<file path="src/rtl/sccb_init_sequencer.sv">
// sccb_init_sequencer: walks a {sub_addr, data} register table after reset,
// issuing SCCB writes with optional read-back verify and programmable delays.
// Once idle, it arbitrates single host read/write requests onto the same
// CoreSCCB transaction port. All sequencing advances only on tick strobes.
module sccb_init_sequencer #(
  parameter logic [7:0]  DEV_ID     = 8'h42,
  parameter int unsigned ADDR_W     = 8,
  parameter int unsigned DELAY_UNIT = 100,
  parameter int unsigned TIMEOUT    = 1000,
  parameter logic [7:0]  RESET_REG  = 8'h12,
  parameter bit          VERIFY     = 1'b1,
  parameter bit          AUTO_START = 1'b1
) (
  input  logic              PCLK,
  input  logic              PRESETN,
  input  logic              tick,
  input  logic              start_init,
  output logic [ADDR_W-1:0] tbl_addr,
  input  logic [15:0]       tbl_data,
  input  logic              host_req,
  input  logic              host_rw,
  input  logic [7:0]        host_sub_addr,
  input  logic [7:0]        host_wdata,
  output logic              host_ack,
  output logic [7:0]        host_rdata,
  output logic              host_err,
  output logic              init_busy,
  output logic              init_done,
  output logic              verify_err,
  output logic [7:0]        err_count,
  output logic              sccb_start,
  output logic              sccb_rw,
  output logic [7:0]        sccb_id_addr,
  output logic [7:0]        sccb_sub_addr,
  output logic [7:0]        sccb_data_in,
  input  logic [7:0]        sccb_data_out,
  input  logic              sccb_done
);

  // Delay counter holds up to 255 * DELAY_UNIT; timeout counter up to TIMEOUT.
  localparam int unsigned DLY_W = 8 + $clog2(DELAY_UNIT + 1);
  localparam int unsigned TMO_W = $clog2(TIMEOUT + 1);
  localparam logic [TMO_W-1:0] TMO_LAST = TMO_W'(TIMEOUT - 1);
  localparam logic [DLY_W-1:0] DLY_ONE  = DLY_W'(1);

  typedef enum logic [3:0] {
    ST_IDLE   = 4'd0,
    ST_FETCH  = 4'd1,
    ST_DECODE = 4'd2,
    ST_WR     = 4'd3,
    ST_RD     = 4'd4,
    ST_DELAY  = 4'd5,
    ST_NEXT   = 4'd6,
    ST_DONE   = 4'd7,
    ST_HOST   = 4'd8
  } state_t;

  // Error counter increment that sticks at 255 instead of wrapping.
  function automatic logic [7:0] sat_inc(input logic [7:0] v);
    return (v == 8'hFF) ? 8'hFF : (v + 8'h01);
  endfunction

  state_t            state_q, state_d;
  logic              pend_q, pend_d;
  logic [ADDR_W-1:0] tbl_addr_q, tbl_addr_d;
  logic [7:0]        ent_sub_q, ent_sub_d;
  logic [7:0]        ent_data_q, ent_data_d;
  logic              hst_rw_q, hst_rw_d;
  logic [7:0]        hst_sub_q, hst_sub_d;
  logic [7:0]        hst_wdata_q, hst_wdata_d;
  logic [DLY_W-1:0]  dly_q, dly_d;
  logic [TMO_W-1:0]  tmo_q, tmo_d;
  logic              init_busy_q, init_busy_d;
  logic              init_done_q, init_done_d;
  logic              verify_err_q, verify_err_d;
  logic [7:0]        err_count_q, err_count_d;
  logic              sccb_start_q, sccb_start_d;
  logic              sccb_rw_q, sccb_rw_d;
  logic [7:0]        sccb_id_q, sccb_id_d;
  logic [7:0]        sccb_sub_q, sccb_sub_d;
  logic [7:0]        sccb_din_q, sccb_din_d;
  logic              host_ack_q, host_ack_d;
  logic [7:0]        host_rdata_q, host_rdata_d;
  logic              host_err_q, host_err_d;

  // Next-state and output computation; only host_ack and the pending flag
  // change off-tick, everything else waits for a tick strobe.
  always_comb begin
    state_d      = state_q;
    pend_d       = pend_q | start_init;
    tbl_addr_d   = tbl_addr_q;
    ent_sub_d    = ent_sub_q;
    ent_data_d   = ent_data_q;
    hst_rw_d     = hst_rw_q;
    hst_sub_d    = hst_sub_q;
    hst_wdata_d  = hst_wdata_q;
    dly_d        = dly_q;
    tmo_d        = tmo_q;
    init_busy_d  = init_busy_q;
    init_done_d  = init_done_q;
    verify_err_d = verify_err_q;
    err_count_d  = err_count_q;
    sccb_start_d = sccb_start_q;
    sccb_rw_d    = sccb_rw_q;
    sccb_id_d    = sccb_id_q;
    sccb_sub_d   = sccb_sub_q;
    sccb_din_d   = sccb_din_q;
    host_ack_d   = 1'b0;
    host_rdata_d = host_rdata_q;
    host_err_d   = host_err_q;

    if (tick) begin
      case (state_q)
        ST_IDLE: begin
          if (pend_q) begin
            // A start_init arriving on this same edge is kept for a rerun.
            state_d      = ST_FETCH;
            pend_d       = start_init;
            tbl_addr_d   = '0;
            err_count_d  = 8'h00;
            verify_err_d = 1'b0;
            init_done_d  = 1'b0;
            init_busy_d  = 1'b1;
          end else if (host_req) begin
            state_d     = ST_HOST;
            hst_rw_d    = host_rw;
            hst_sub_d   = host_sub_addr;
            hst_wdata_d = host_wdata;
          end else begin
            state_d = ST_IDLE;
          end
        end

        ST_FETCH: begin
          state_d = ST_DECODE;
        end

        ST_DECODE: begin
          ent_sub_d  = tbl_data[15:8];
          ent_data_d = tbl_data[7:0];
          if (tbl_data == 16'hFFFF) begin
            state_d = ST_DONE;
          end else if (tbl_data[15:8] == 8'hFF) begin
            if (tbl_data[7:0] == 8'h00) begin
              state_d = ST_NEXT;
            end else begin
              state_d = ST_DELAY;
              dly_d   = DLY_W'(tbl_data[7:0]) * DLY_W'(DELAY_UNIT);
            end
          end else begin
            state_d = ST_WR;
          end
        end

        ST_WR: begin
          if (!sccb_start_q) begin
            // Launch tick; start was low on the previous tick by construction.
            sccb_start_d = 1'b1;
            sccb_rw_d    = 1'b0;
            sccb_id_d    = DEV_ID;
            sccb_sub_d   = ent_sub_q;
            sccb_din_d   = ent_data_q;
            tmo_d        = '0;
          end else if (sccb_done) begin
            sccb_start_d = 1'b0;
            if (VERIFY && (ent_sub_q != RESET_REG)) begin
              state_d = ST_RD;
            end else begin
              state_d = ST_NEXT;
            end
          end else if (tmo_q == TMO_LAST) begin
            // Timed-out write: no read-back, move on to the next entry.
            sccb_start_d = 1'b0;
            verify_err_d = 1'b1;
            err_count_d  = sat_inc(err_count_q);
            state_d      = ST_NEXT;
          end else begin
            tmo_d = tmo_q + TMO_W'(1);
          end
        end

        ST_RD: begin
          if (!sccb_start_q) begin
            sccb_start_d = 1'b1;
            sccb_rw_d    = 1'b1;
            sccb_id_d    = DEV_ID | 8'h01;
            sccb_sub_d   = ent_sub_q;
            tmo_d        = '0;
          end else if (sccb_done) begin
            sccb_start_d = 1'b0;
            state_d      = ST_NEXT;
            if (sccb_data_out != ent_data_q) begin
              verify_err_d = 1'b1;
              err_count_d  = sat_inc(err_count_q);
            end else begin
              verify_err_d = verify_err_q;
            end
          end else if (tmo_q == TMO_LAST) begin
            sccb_start_d = 1'b0;
            verify_err_d = 1'b1;
            err_count_d  = sat_inc(err_count_q);
            state_d      = ST_NEXT;
          end else begin
            tmo_d = tmo_q + TMO_W'(1);
          end
        end

        ST_DELAY: begin
          // Leaves on the tick that brings the count to zero, so the state
          // lasts exactly data*DELAY_UNIT ticks.
          if ((dly_q == DLY_ONE) || (dly_q == '0)) begin
            dly_d   = '0;
            state_d = ST_NEXT;
          end else begin
            dly_d = dly_q - DLY_ONE;
          end
        end

        ST_NEXT: begin
          if (&tbl_addr_q) begin
            state_d = ST_DONE;
          end else begin
            tbl_addr_d = tbl_addr_q + ADDR_W'(1);
            state_d    = ST_FETCH;
          end
        end

        ST_DONE: begin
          init_busy_d = 1'b0;
          init_done_d = 1'b1;
          state_d     = ST_IDLE;
        end

        ST_HOST: begin
          if (!sccb_start_q) begin
            sccb_start_d = 1'b1;
            sccb_rw_d    = hst_rw_q;
            sccb_id_d    = DEV_ID | {7'b0000000, hst_rw_q};
            sccb_sub_d   = hst_sub_q;
            sccb_din_d   = hst_wdata_q;
            tmo_d        = '0;
          end else if (sccb_done) begin
            sccb_start_d = 1'b0;
            host_ack_d   = 1'b1;
            host_err_d   = 1'b0;
            host_rdata_d = hst_rw_q ? sccb_data_out : 8'h00;
            state_d      = ST_IDLE;
          end else if (tmo_q == TMO_LAST) begin
            sccb_start_d = 1'b0;
            host_ack_d   = 1'b1;
            host_err_d   = 1'b1;
            host_rdata_d = 8'h00;
            state_d      = ST_IDLE;
          end else begin
            tmo_d = tmo_q + TMO_W'(1);
          end
        end

        default: begin
          sccb_start_d = 1'b0;
          state_d      = ST_IDLE;
        end
      endcase
    end else begin
      state_d = state_q;
    end
  end

  // State and output registers with asynchronous active-low reset.
  always_ff @(posedge PCLK or negedge PRESETN) begin
    if (!PRESETN) begin
      state_q      <= ST_IDLE;
      pend_q       <= AUTO_START;
      tbl_addr_q   <= '0;
      ent_sub_q    <= 8'h00;
      ent_data_q   <= 8'h00;
      hst_rw_q     <= 1'b0;
      hst_sub_q    <= 8'h00;
      hst_wdata_q  <= 8'h00;
      dly_q        <= '0;
      tmo_q        <= '0;
      init_busy_q  <= 1'b0;
      init_done_q  <= 1'b0;
      verify_err_q <= 1'b0;
      err_count_q  <= 8'h00;
      sccb_start_q <= 1'b0;
      sccb_rw_q    <= 1'b0;
      sccb_id_q    <= 8'h00;
      sccb_sub_q   <= 8'h00;
      sccb_din_q   <= 8'h00;
      host_ack_q   <= 1'b0;
      host_rdata_q <= 8'h00;
      host_err_q   <= 1'b0;
    end else begin
      state_q      <= state_d;
      pend_q       <= pend_d;
      tbl_addr_q   <= tbl_addr_d;
      ent_sub_q    <= ent_sub_d;
      ent_data_q   <= ent_data_d;
      hst_rw_q     <= hst_rw_d;
      hst_sub_q    <= hst_sub_d;
      hst_wdata_q  <= hst_wdata_d;
      dly_q        <= dly_d;
      tmo_q        <= tmo_d;
      init_busy_q  <= init_busy_d;
      init_done_q  <= init_done_d;
      verify_err_q <= verify_err_d;
      err_count_q  <= err_count_d;
      sccb_start_q <= sccb_start_d;
      sccb_rw_q    <= sccb_rw_d;
      sccb_id_q    <= sccb_id_d;
      sccb_sub_q   <= sccb_sub_d;
      sccb_din_q   <= sccb_din_d;
      host_ack_q   <= host_ack_d;
      host_rdata_q <= host_rdata_d;
      host_err_q   <= host_err_d;
    end
  end

  assign tbl_addr      = tbl_addr_q;
  assign host_ack      = host_ack_q;
  assign host_rdata    = host_rdata_q;
  assign host_err      = host_err_q;
  assign init_busy     = init_busy_q;
  assign init_done     = init_done_q;
  assign verify_err    = verify_err_q;
  assign err_count     = err_count_q;
  assign sccb_start    = sccb_start_q;
  assign sccb_rw       = sccb_rw_q;
  assign sccb_id_addr  = sccb_id_q;
  assign sccb_sub_addr = sccb_sub_q;
  assign sccb_data_in  = sccb_din_q;

endmodule

</file>
<file path="config.mk">
export PLATFORM = sky130hd
export DESIGN_NAME = sccb_init_sequencer
export DESIGN_NICKNAME = d
export VERILOG_FILES = /design/src/rtl/sccb_init_sequencer.sv
export SDC_FILE = /design/constraint.sdc
export NUM_CORES = 1
export LEC_CHECK = 0
export CORE_UTILIZATION = 49
export DETAILED_ROUTE_END_ITERATION = 7
export PLACE_DENSITY = 0.8
export SETUP_SLACK_MARGIN = 0.02
export SYNTH_ARGS = -nofsm -noshare
export SYNTH_HDL_FRONTEND = slang
export SYNTH_SLANG_ARGS = --single-unit
</file>
<file path="constraint.sdc">
create_clock -name PCLK -period 2.3 [get_ports PCLK]
set_input_delay 0.575 -clock PCLK [delete_from_list [all_inputs] [get_ports PCLK]]
set_output_delay 0.575 -clock PCLK [all_outputs]
set_load 0.05 [all_outputs]
</file>
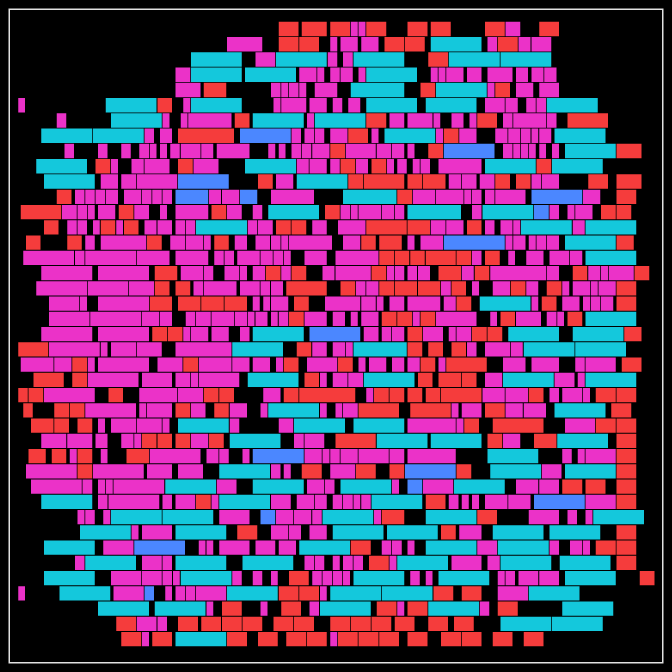
(images/class_map.png)
red -> remaining buffers and delay cells  # cells 233
blue -> clock drivers and dummy loads  # cells 16
cyan -> registers  # cells 111
magenta -> remaining logic cells  # cells 511

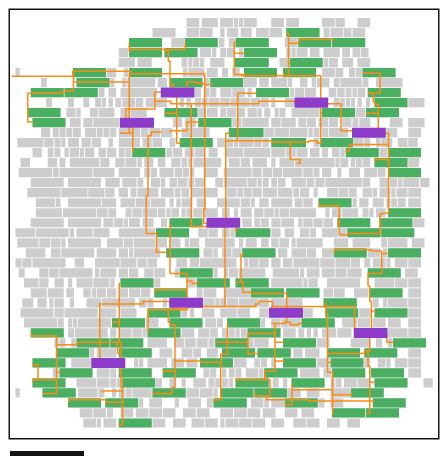
(images/clock_wires.png)
The bar under the picture is 20 µm long.
green -> flip-flops  # count 111
purple -> clock-net drivers  # count 9
orange -> clock wires  # length 1370 µm
flops lie = widely spread

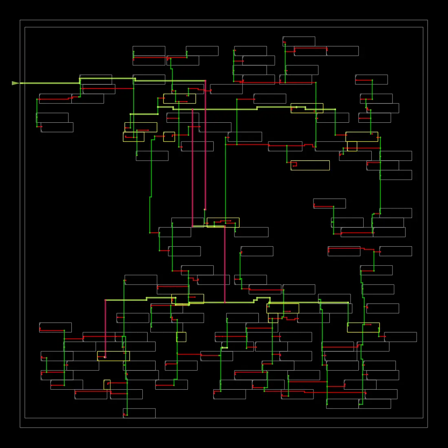
(images/clock_nets.png)
clkbuf count: 9
total number of sequential cells: 111
Clock group: 1.63 mW
clock buffer count from CTS: 9

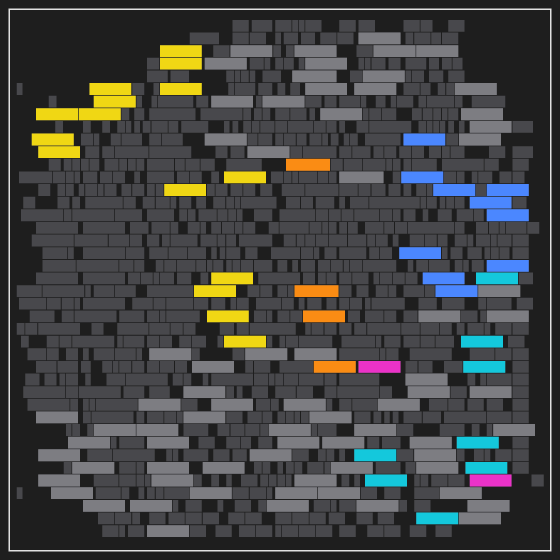
(images/ff_map.png)
Other sequential cells in the stronger gray, the rest of the logic in the fainter gray.
cyan -> sccb_sub_addr  # sequential cells 8, where bottom right
orange -> state_q  # sequential cells 4, where middle
yellow -> dly_q  # sequential cells 15
blue -> tmo_q  # sequential cells 10
magenta -> sccb_id_addr  # sequential cells 2

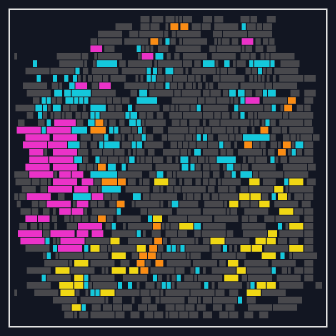
(images/gates.png)
magenta -> fa/ha/maj cells  # cells 42, most used ha_4
cyan -> aoi and oai cells  # cells 131, most used o21ai_0, where widely spread
yellow -> mux cells  # cells 41, most used mux2_4
orange -> xor and xnor cells  # cells 24, most used xnor2_1

==> impl_report.txt <==
IMPLEMENTATION SUMMARY REPORT
----------------------------------------------------
[Setup path]
  Critical path's slowest cell ........................ fa_1
  Startpoint of the worst setup timing path ........................ tbl_data[4]
  Highest cell delay on the worst timing path ........................ 560 ps
  Minimum setup slack among reg-to-reg paths ........................ -70 ps

[STA]
  Number of endpoints failing setup at the final stage ........................ 24
  Unrepaired setup endpoints after global routing ........................ yes
  Transition at the pin with the smallest max-transition slack ........................ 747.2 ps
  Final WS setup ........................ -474.5 ps

[Route]
  Residual DRC count ........................ 0
  Wirelength, routed ........................ 19860 µm

[Placement]
  Count of buffers inserted at the top-level ports ........................ 96
  Placed standard-cell area ........................ 0.008372 mm²

[Clock tree]
  Clock Sink Count ........................ 111
  Number of cells upsized or downsized after cts ........................ 106
  CTS Hold Bufs ........................ 0
  Insertion delay of the later-clocked pin in the worst-skew pair ........................ 370 ps

[Pwr]
  Internal ........................ 6.038 mW
  Switching power ........................ 4.323 mW
  Clock network fraction of design power ........................ 15.7%
  Cell area power density ........................ 1066 mW/mm²
  Comb power frac ........................ 53.5%

[Cells and area]
  Post-route cell area ........................ 0.009716 mm²
  Number of antenna repair diodes ........................ 0
  Nets ........................ 955

[Floorplanning]
  Number of rows in the core area ........................ 41

[Synthesis]
  Cell area after synthesis ........................ 0.006400 mm²
  Synth Area per Inst ........................ 9.786 µm²
  Synth warn ........................ 0

[Global routing]
  Antenna violations before repair ........................ 0
  Remaining global-route overflow ........................ 0

[Status]
  Failing checks ........................ negative setup slack
  Result of the run ........................ finished with violations

----------------------------------------------------
-- worst paths after layout --
check,to,cells after the start
max,dly_q[13],13
min,ent_sub_q[0],1
max reg2reg,dly_q[12],9
min reg2reg,host_err,2
max in group asynchronous,dly_q[14],2
min in group PCLK,host_err,2
-- cells in the final DEF, fill, tap and decap left out, types with 7 or more instances in the layout --
cell type	count
buf_4	109
dfrtp_1	107
clkdlybuf4s50_1	82
o21ai_0	56
nand2_1	54
nor2_1	45
a21oi_1	24
nand3_1	20
ha_4	20
inv_1	19
mux2_4	17
buf_6	17
mux2i_1	16
ha_1	16
nand4_1	12
xnor2_1	12
xor2_1	10
clkbuf_16	10
buf_12	10
and3_1	9
or3_1	8
mux2_2	8
a21o_1	7
o21ai_1	7
-- power by group through the flow --
stage	Combinational, mW	Clock (mW)	Sequential (mW)
after floorplan	2.23	0	3.70
after global placement	4.27	0	3.13
after detailed placement	4.41	0	3.18
after CTS	4.95	1.63	3.16
after global routing	5.91	1.72	3.26
final	5.55	1.63	3.19
-- kinds of logic (layout without fill, tap and decap cells) --
group,after synthesis,after routing,synth area share (%)
simple gates,217,217,17.85
compound gates,157,157,15.48
flops,111,111,43.42
buf+inv,61,274,4.438
fa+ha+maj,42,42,8.563
mux,41,41,6.901
xor+xnor,24,24,3.284
other cells,1,5,0.05859
-- final cells by class --
cell class                      count  area share, %
Multi-Input combinational cell    486          41.76
Sequential cell                   111          28.64
Timing Repair Buffer              233          23.03
Clock buffer                        9          2.318
Tap cell                          172          2.215
Inverter                           25          1.185
Clock inverter                      7         0.8500
-- routing by layer --
layer  vias to the layer above  GRT usage (%)  wire [µm]
met5                         -              0          0
met3                        52          5.760        891
met2                       197          51.20      10690
li1                       2763              -          -
met4                         0          10.26        672
met1                      3007          32.35       7607
Power and IR drop assume default switching activity.
